**Gate-type map**

Bar = 20 µm.
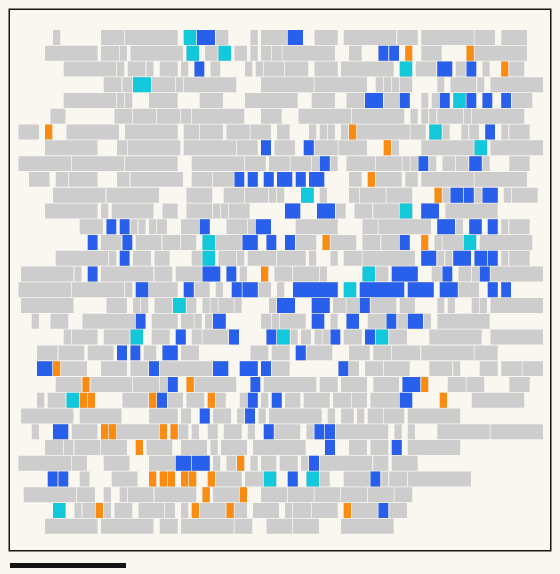
**The clock network**

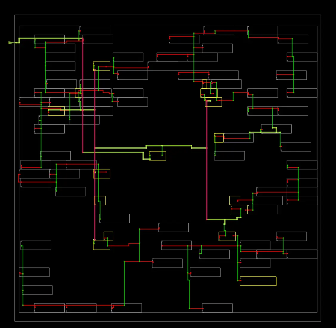
**Routed metal, one color a layer**

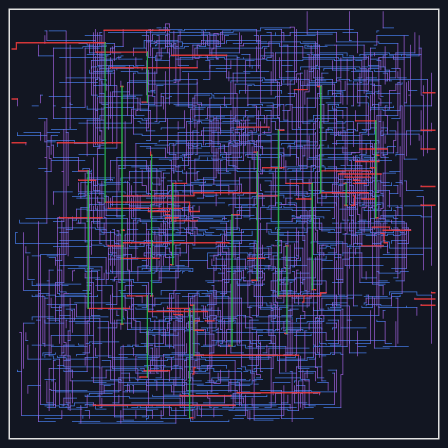
Design pwm_duty_meter, sky130hd; sources not shown.
==> reports/qor.yml <==
logic_area_um2: 3380
htreeDepth: 3
clock_sinks: 72
syn_to_final_growth_pct: 8.09
globalplace.congestion: 0.938
status: "finished, final reports clean"
fillers: 572
avgViaCountPerCell: 6.24
wl_met1_um: 5570
grt_pass1_wl_um: 20700
synth-seq-cells: 72
grt_overflow: 0
yosys_area_um2: 5400
mux_area_share_pct: 6.26
reg2regPathDepth: 12
period_needed_ns: 3.87
nWellTaps: 102
fa_ha_area_share_pct: 16.6
place_area_um2: 5610
postCtsSetupRepairBufs: 0
tightest_slew_ns: 0.795
top_cells_by_count: "dfrtp_1, nor2_1, ha_1, a21oi_1, nand2_1"
largest_area_cell: "dfrtp_1"
layout_top_cells: "dfrtp_1, nor2_1, ha_1"
whs_ns: 0.357
initCoreUtil_pct: 68.4
setup_tns_ns: 0
vias: 4445
## Picture notes: 'gate-type map'
legend:
  AND and OR gates:
    color: cyan
    cells: 23
    most_used: and3_1
  inverters:
    color: orange
    cells: 38
    most_used: inv_1
    where: widely spread
  inverting AOI/OAI gates:
    color: blue
    cells: 112
    most_used: a21oi_1
    where: widely spread
combinational share of cell area: 57.9%
Post-Layout Cell Count: 712
Commonest Layout Cell: dfrtp_1

## Picture notes: 'the clock network'
Layout clock buffers: 9
seq_cells: 72

## Picture notes: 'routed metal, one color a layer'
legend:
  metal 1:
    color: blue
    wire_length: 5570 µm
  metal 2:
    color: purple
    wire_length: 5620 µm
  metal 3:
    color: red
    wire_length: 524 µm
  metal 4:
    color: green
    wire_length: 411 µm
Detailed Route WL: 12100 µm
total track usage: 30.3%

-- metrics by stage --
stage	std cells	worst slack (ns)	util [%]
after global placement	694	1.82	71.1
final	712	1.68	74.0
after floorplan	595	2.15	-
after global routing	712	1.45	74.0
after CTS	710	1.59	73.6
after detailed placement	694	1.65	71.1
-- logic make-up (layout without fill, tap and decap cells) --
group / Yosys count / count (layout)
compound gates: 142 / 142
xor+xnor: 34 / 34
fa+ha+maj: 68 / 68
buf+inv: 58 / 73
flops: 72 / 72
mux: 32 / 32
simple gates: 189 / 189
-- power breakdown --
group          total, µW  leakage [µW]  internal [µW]  switching [µW]
logic               1630       0.00178            694             939
registers            801      0.000935            647             154
clock network        419     0.0000974            208             210
Power figures rest on the tool's default switching activity, not on a simulated workload.
